`src/rtl/fp_add_pipe.sv`:
```
// ---------------------------------------------------------------------------
// fp_add_pipe : 3-stage pipelined floating-point add/sub, RNE, specials bypass
// Revision 1.0
// ---------------------------------------------------------------------------
`default_nettype none

module fp_add_pipe #(
  parameter int EXP_W = 8,
  parameter int MAN_W = 23,
  parameter int TAG_W = 4,
  localparam int W = 1 + EXP_W + MAN_W
) (
  input  logic             clk,
  input  logic             rst_n,
  input  logic             in_valid,
  output logic             in_ready,
  input  logic [W-1:0]     in_a,
  input  logic [W-1:0]     in_b,
  input  logic             in_sub,
  input  logic [TAG_W-1:0] in_tag,
  output logic             out_valid,
  input  logic             out_ready,
  output logic [W-1:0]     out_sum,
  output logic [TAG_W-1:0] out_tag,
  output logic             out_overflow,
  output logic             out_invalid
);

  localparam int MW  = MAN_W + 4;
  localparam int SW  = MAN_W + 5;
  localparam int EW  = EXP_W + 2;
  localparam int LZW = $clog2(MW + 1);
  localparam logic [EXP_W-1:0] EXP_ONES = '1;
  localparam logic [EXP_W-1:0] SH_LIM   = EXP_W'(MAN_W + 3);
  localparam logic [W-1:0]     QNAN     = {1'b0, EXP_ONES, 1'b1, {(MAN_W-1){1'b0}}};

  logic en;
  assign en       = !out_valid || out_ready;
  assign in_ready = en;

  // ---------------- stage 1: classify, swap, align ----------------
  logic             a_sign, b_sign;
  logic [EXP_W-1:0] a_exp, b_exp;
  logic [MAN_W-1:0] a_frac, b_frac;
  logic             a_nan, b_nan, a_inf, b_inf;
  logic [W-2:0]     a_mag, b_mag;
  logic             swap;

  assign a_sign = in_a[W-1];
  assign b_sign = in_b[W-1] ^ in_sub;
  assign a_exp  = in_a[W-2:MAN_W];
  assign b_exp  = in_b[W-2:MAN_W];
  assign a_frac = in_a[MAN_W-1:0];
  assign b_frac = in_b[MAN_W-1:0];
  assign a_nan  = (a_exp == EXP_ONES) && (a_frac != '0);
  assign b_nan  = (b_exp == EXP_ONES) && (b_frac != '0);
  assign a_inf  = (a_exp == EXP_ONES) && (a_frac == '0);
  assign b_inf  = (b_exp == EXP_ONES) && (b_frac == '0);
  // Denormals compare as zero so they lose the swap and flush cleanly
  assign a_mag  = (a_exp == '0) ? '0 : in_a[W-2:0];
  assign b_mag  = (b_exp == '0) ? '0 : in_b[W-2:0];
  assign swap   = b_mag > a_mag;

  logic             big_sign;
  logic [EXP_W-1:0] big_exp, lit_exp, exp_diff;
  logic [MW-1:0]    big_man, lit_man, lit_al;
  logic             spec, spec_inv;
  logic [W-1:0]     spec_val;

  always_comb begin
    big_sign = swap ? b_sign : a_sign;
    big_exp  = swap ? b_exp  : a_exp;
    lit_exp  = swap ? a_exp  : b_exp;
    big_man  = swap ? ((b_exp == '0) ? '0 : {1'b1, b_frac, 3'b000})
                    : ((a_exp == '0) ? '0 : {1'b1, a_frac, 3'b000});
    lit_man  = swap ? ((a_exp == '0) ? '0 : {1'b1, a_frac, 3'b000})
                    : ((b_exp == '0) ? '0 : {1'b1, b_frac, 3'b000});
    exp_diff = big_exp - lit_exp;
    if (exp_diff >= SH_LIM) begin
      lit_al = {{(MW-1){1'b0}}, |lit_man};
    end else begin
      lit_al    = lit_man >> exp_diff;
      lit_al[0] = lit_al[0] | (|(lit_man & ~({MW{1'b1}} << exp_diff)));
    end

    spec     = 1'b0;
    spec_inv = 1'b0;
    spec_val = QNAN;
    if (a_nan || b_nan) begin
      spec     = 1'b1;
      spec_inv = 1'b1;
    end else if (a_inf && b_inf && (a_sign != b_sign)) begin
      spec     = 1'b1;
      spec_inv = 1'b1;
    end else if (a_inf) begin
      spec     = 1'b1;
      spec_val = {a_sign, EXP_ONES, {MAN_W{1'b0}}};
    end else if (b_inf) begin
      spec     = 1'b1;
      spec_val = {b_sign, EXP_ONES, {MAN_W{1'b0}}};
    end
  end

  logic             s1_valid;
  logic             s1_sign, s1_eff_sub, s1_spec, s1_spec_inv;
  logic [EXP_W-1:0] s1_exp;
  logic [MW-1:0]    s1_big, s1_lit;
  logic [W-1:0]     s1_spec_val;
  logic [TAG_W-1:0] s1_tag;

  always_ff @(posedge clk or negedge rst_n) begin
    if (!rst_n) begin
      s1_valid <= 1'b0;
    end else if (en) begin
      s1_valid <= in_valid;
    end
  end

  always_ff @(posedge clk) begin
    if (en) begin
      s1_sign     <= big_sign;
      s1_eff_sub  <= a_sign ^ b_sign;
      s1_exp      <= big_exp;
      s1_big      <= big_man;
      s1_lit      <= lit_al;
      s1_spec     <= spec;
      s1_spec_inv <= spec_inv;
      s1_spec_val <= spec_val;
      s1_tag      <= in_tag;
    end
  end

  // ---------------- stage 2: add / subtract ----------------
  logic [SW-1:0] sum;
  assign sum = s1_eff_sub ? ({1'b0, s1_big} - {1'b0, s1_lit})
                          : ({1'b0, s1_big} + {1'b0, s1_lit});

  logic             s2_valid;
  logic             s2_sign, s2_eff_sub, s2_spec, s2_spec_inv;
  logic [EXP_W-1:0] s2_exp;
  logic [SW-1:0]    s2_sum;
  logic [W-1:0]     s2_spec_val;
  logic [TAG_W-1:0] s2_tag;

  always_ff @(posedge clk or negedge rst_n) begin
    if (!rst_n) begin
      s2_valid <= 1'b0;
    end else if (en) begin
      s2_valid <= s1_valid;
    end
  end

  always_ff @(posedge clk) begin
    if (en) begin
      s2_sign     <= s1_sign;
      s2_eff_sub  <= s1_eff_sub;
      s2_exp      <= s1_exp;
      s2_sum      <= sum;
      s2_spec     <= s1_spec;
      s2_spec_inv <= s1_spec_inv;
      s2_spec_val <= s1_spec_val;
      s2_tag      <= s1_tag;
    end
  end

  // ---------------- stage 3: normalise, round, pack ----------------
  function automatic logic [LZW-1:0] clz(input logic [MW-1:0] v);
    logic [LZW-1:0] n;
    logic           found;
    n     = LZW'(MW);
    found = 1'b0;
    for (int i = MW - 1; i >= 0; i--) begin
      if (!found && v[i]) begin
        n     = LZW'(MW - 1 - i);
        found = 1'b1;
      end
    end
    return n;
  endfunction

  logic [LZW-1:0]   lzc;
  logic [MW-1:0]    norm;
  logic [EW-1:0]    e_norm, e_rnd;
  logic             rnd_up;
  logic [MAN_W+1:0] rounded;
  logic [MAN_W-1:0] frac;
  logic [W-1:0]     res;
  logic             res_ovf, res_inv;

  always_comb begin
    lzc = clz(s2_sum[MW-1:0]);
    if (s2_sum[SW-1]) begin
      norm   = {s2_sum[SW-1:2], s2_sum[1] | s2_sum[0]};
      e_norm = EW'(s2_exp) + EW'(1);
    end else begin
      norm   = s2_sum[MW-1:0] << lzc;
      e_norm = EW'(s2_exp) - EW'(lzc);
    end

    // Nearest-even: round up above half, or on exact half when LSB is odd
    rnd_up  = norm[2] & (norm[1] | norm[0] | norm[3]);
    rounded = {1'b0, norm[MW-1:3]} + (MAN_W+2)'(rnd_up);
    if (rounded[MAN_W+1]) begin
      frac  = rounded[MAN_W:1];
      e_rnd = e_norm + EW'(1);
    end else begin
      frac  = rounded[MAN_W-1:0];
      e_rnd = e_norm;
    end

    res_ovf = 1'b0;
    res_inv = 1'b0;
    if (s2_spec) begin
      res     = s2_spec_val;
      res_inv = s2_spec_inv;
    end else if (s2_sum == '0) begin
      res = {s2_eff_sub ? 1'b0 : s2_sign, {(W-1){1'b0}}};
    end else if (e_rnd[EW-1] || (e_rnd == '0)) begin
      res = {s2_sign, {(W-1){1'b0}}};
    end else if (e_rnd >= EW'(EXP_ONES)) begin
      res     = {s2_sign, EXP_ONES, {MAN_W{1'b0}}};
      res_ovf = 1'b1;
    end else begin
      res = {s2_sign, e_rnd[EXP_W-1:0], frac};
    end
  end

  always_ff @(posedge clk or negedge rst_n) begin
    if (!rst_n) begin
      out_valid    <= 1'b0;
      out_sum      <= '0;
      out_tag      <= '0;
      out_overflow <= 1'b0;
      out_invalid  <= 1'b0;
    end else if (en) begin
      out_valid <= s2_valid;
      if (s2_valid) begin
        out_sum      <= res;
        out_tag      <= s2_tag;
        out_overflow <= res_ovf;
        out_invalid  <= res_inv;
      end
    end
  end

endmodule

`default_nettype wire

```
`config.mk`:
```
export PLATFORM = sky130hd
export DESIGN_NAME = fp_add_pipe
export DESIGN_NICKNAME = d
export VERILOG_FILES = /design/src/rtl/fp_add_pipe.sv
export SDC_FILE = /design/constraint.sdc
export NUM_CORES = 1
export LEC_CHECK = 0
export ABC_AREA = 0
export CORE_AREA = 2 2 215 133
export DETAILED_ROUTE_END_ITERATION = 8
export DIE_AREA = 0 0 217 135
export PLACE_DENSITY = 0.75
export SYNTH_ARGS = -nofsm -noshare
export SYNTH_HDL_FRONTEND = slang
export SYNTH_SLANG_ARGS = --single-unit
```
`constraint.sdc`:
```
create_clock -name clk -period 10.92 [get_ports clk]
set_input_delay 1.638 -clock clk [delete_from_list [all_inputs] [get_ports clk]]
set_output_delay 1.638 -clock clk [all_outputs]
set_load 0.01 [all_outputs]
```
Fig. 1: run 1, where the registers sit
Other sequential cells in the stronger grey, the rest of the logic in the fainter grey.
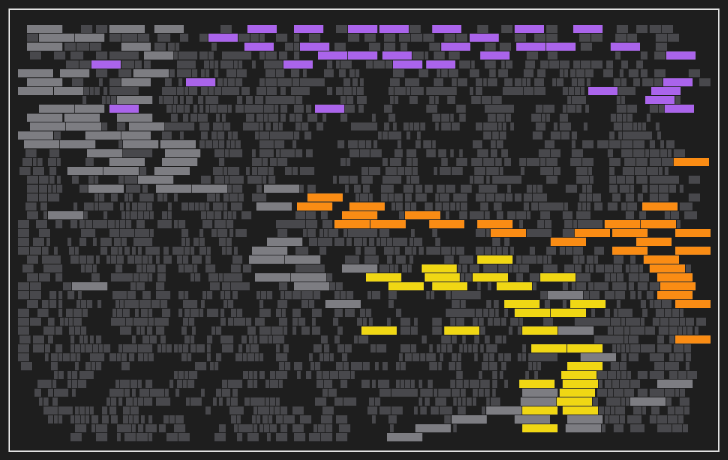
s1_lit: in yellow, sequential cells 27. s2_sum: in orange, sequential cells 28. out_sum: in purple, sequential cells 32, where a band across the top.
Another 69 sequential cells are not coloured.
sequential power: 1110 µW
sequential share of cell area: 26.86%

Fig. 2: run 1, placed cells, one colour a class
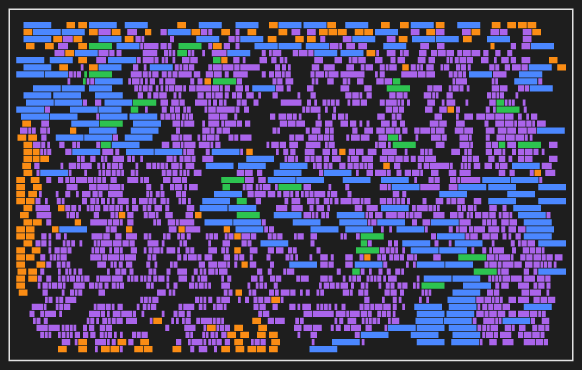
registers: in blue, cells 156, share of their area 28%. remaining logic cells: in purple, cells 1530, share of their area 61%. clock drivers and dummy loads: in green, cells 32, share of their area 3.5%. remaining buffers and delay cells: in orange, cells 137, share of their area 8.0%.

Fig. 3: run 1, routing congestion
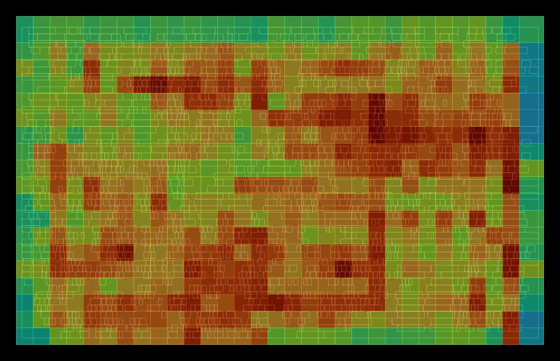
final core utilization: 61.38%
met1 GRT Util: 55.50%
highest-utilization routing layer at the global route stage: met1
met2 global-route usage: 43.06%

==> flow_metrics.env, run 1 <==
# flow metrics
export IMPL_run_status="finished clean"
export IMPL_final_instance_count_excl_fill=2222
export IMPL_total_non_filler_cell_area_in_the_finished_layout_um2=16680
export IMPL_detailroute_wirelength_met2_mm=18.80
export IMPL_dpl_worst_slack_ns=1.087
export IMPL_register_with_the_highest_flop_count="out_sum"
export IMPL_flop_count=156
export IMPL_count_of_buffers_not_belonging_to_the_clock_network_in_the_layout=137
export IMPL_clock_sink_count=156
export IMPL_switching_power_uw=2185
export IMPL_min_period_over_period_pct=87.69
export IMPL_power_leakage_uw=0.006271
export IMPL_p_sw_share_pct=49.65
export IMPL_post_synth_ao_oa_area_fraction_pct=22.34
export IMPL_post_drt_via_cell_ratio=6.763
export IMPL_fp_row_count=47
export IMPL_boundaryPins=113
export IMPL_antenna_found_initial=0
export IMPL_endpoint="s1_lit[0]"
export IMPL_antenna_cells=0
export IMPL_largest_delay_share_family_worst_path="simple AND/OR/NAND/NOR gates"
export IMPL_clock_buffers_created_by_tritoncts=17
export IMPL_yosys_warnings=0
export IMPL_route_layer_met1_wl_mm=24.42
export IMPL_fmax_mhz=104.4
export IMPL_synth_distinct_cells=101
export IMPL_share_seq_of_total_power_pct=25.2
export IMPL_detailedPlacementHpwl_mm=40.31
export IMPL_synth_xor_xnor_area_share_pct=5.679
export IMPL_layout_top_cells="203 x sky130_fd_sc_hd__nand2_1, 192 x sky130_fd_sc_hd__nor2_1, 115 x sky130_fd_sc_hd__edfxtp_1"
export IMPL_place_area_um2=16100
export IMPL_cts_setup_buffers=0
export IMPL_grt_start_max_net_pins=74
export IMPL_cp_num_buf_inv=2
export IMPL_global_route_usage_met3_pct=15.68
export IMPL_fa_ha_area_share_pct=5.780
export IMPL_synthesis_instances=1812
export IMPL_power_per_cell_area_nw_per_um2=263.9
export IMPL_layout_non_clock_inverters=51
export IMPL_worst_case_register_to_register_setup_slack_ns=3.20
export IMPL_final_layout_size_suffix_gt1_share_pct=7.116
export IMPL_nFillCells=2397
export IMPL_maxSlewViolCount=0
export IMPL_die_size_y_um=135
export IMPL_area_growth_synth_to_final_pct=12.63
export IMPL_design_power_total_uw=4402
export IMPL_dpl_cell_count=2190
export IMPL_reg2reg_from="s2_sum[25]"
export IMPL_ir_worst_vdd_mv=0.1474
export IMPL_slowest_delay_ns=0.90
export IMPL_clock_buffers=17
export IMPL_cell_area_after_synthesis_um2=14810
export IMPL_rr_endpoint="out_sum[20]"
export IMPL_globalRoute_totalOverflow=0
export IMPL_setup_worst_path_start_class="input port"
export IMPL_globalplace_congestion=1.085
export IMPL_postRouteAntennaNets=0
export IMPL_ys_flops=156
export IMPL_rsz0062_at_grt="no"
export IMPL_ctsHtreeMaxLevel=4
export IMPL_clock_power_share_pct=13.6
export IMPL_routed_wirelength_mm=52.19
export IMPL_met3RoutedLength_mm=8.274
export IMPL_grt_pass1_vias=13180
export IMPL_largest_class="multi-input combinational cells"
export IMPL_chipWidth_um=217
export IMPL_crit_fanout=73
export IMPL_final_seq_area_um2=4479
export IMPL_power_leader="combinational logic"
==> run 2: changes to the inputs <==
--- a/config.mk
+++ b/config.mk
@@ -7,6 +7,7 @@
 export LEC_CHECK = 0
 export ABC_AREA = 0
 export CORE_AREA = 2 2 215 133
+export CTS_CLUSTER_DIAMETER = 200
 export DETAILED_ROUTE_END_ITERATION = 8
 export DIE_AREA = 0 0 217 135
 export PLACE_DENSITY = 0.75
Fig. 4: run 2, routing congestion
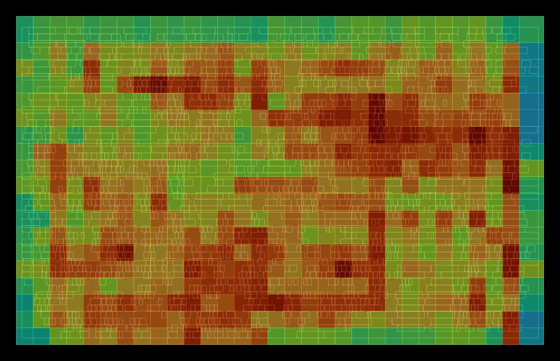
met3 track demand over resource: 15.68%
GRT Resource Usage Total: 35.36%

Fig. 5: run 2, where the registers sit
Other sequential cells in the stronger grey, the rest of the logic in the fainter grey.
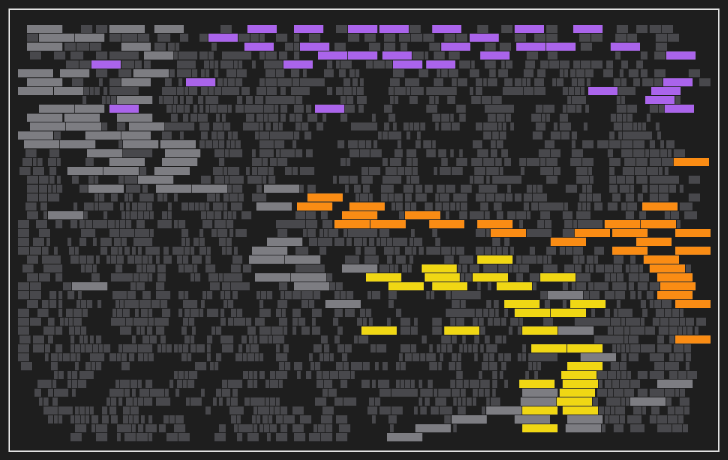
s1_lit: in yellow, sequential cells 27. s2_sum: in orange, sequential cells 28. out_sum: in purple, sequential cells 32, where a band across the top.
Another 69 sequential cells are not coloured.

==> flow_metrics.env, run 2 <==
# flow metrics
export IMPL_rr_endpoint="out_sum[20]"
export IMPL_routed_wirelength_mm=52.19
export IMPL_register_with_the_highest_flop_count="out_sum"
export IMPL_globalplace_congestion=1.085
export IMPL_finish_utilization_pct=61.38
export IMPL_run_status="finished clean"
export IMPL_cp_num_buf_inv=2
export IMPL_boundaryPins=113
export IMPL_maxSlewViolCount=0
export IMPL_layout_non_clock_inverters=51
export IMPL_grt_start_max_net_pins=74
export IMPL_seq_cell_share_pct=26.86
export IMPL_nFillCells=2397
export IMPL_slowest_delay_ns=0.90
export IMPL_die_size_y_um=135
export IMPL_synthesis_instances=1812
export IMPL_layout_top_cells="203 x sky130_fd_sc_hd__nand2_1, 192 x sky130_fd_sc_hd__nor2_1, 115 x sky130_fd_sc_hd__edfxtp_1"
export IMPL_area_growth_synth_to_final_pct=12.63
export IMPL_switching_power_uw=2185
export IMPL_fa_ha_area_share_pct=5.780
export IMPL_dpl_worst_slack_ns=1.087
export IMPL_antenna_found_initial=0
export IMPL_ys_flops=156
export IMPL_clock_power_share_pct=13.6
export IMPL_antenna_cells=0
export IMPL_rsz0062_at_grt="no"
export IMPL_chipWidth_um=217
export IMPL_power_leakage_uw=0.006271
export IMPL_globalRoute_totalOverflow=0
export IMPL_post_drt_via_cell_ratio=6.763
export IMPL_fp_row_count=47
export IMPL_place_area_um2=16100
export IMPL_synth_distinct_cells=101
export IMPL_reg2reg_from="s2_sum[25]"
export IMPL_largest_delay_share_family_worst_path="simple AND/OR/NAND/NOR gates"
export IMPL_clock_buffers_created_by_tritoncts=17
export IMPL_final_layout_size_suffix_gt1_share_pct=7.116
export IMPL_fmax_mhz=104.4
export IMPL_power_per_cell_area_nw_per_um2=263.9
export IMPL_met3RoutedLength_mm=8.274
Power and IR drop assume default switching activity.
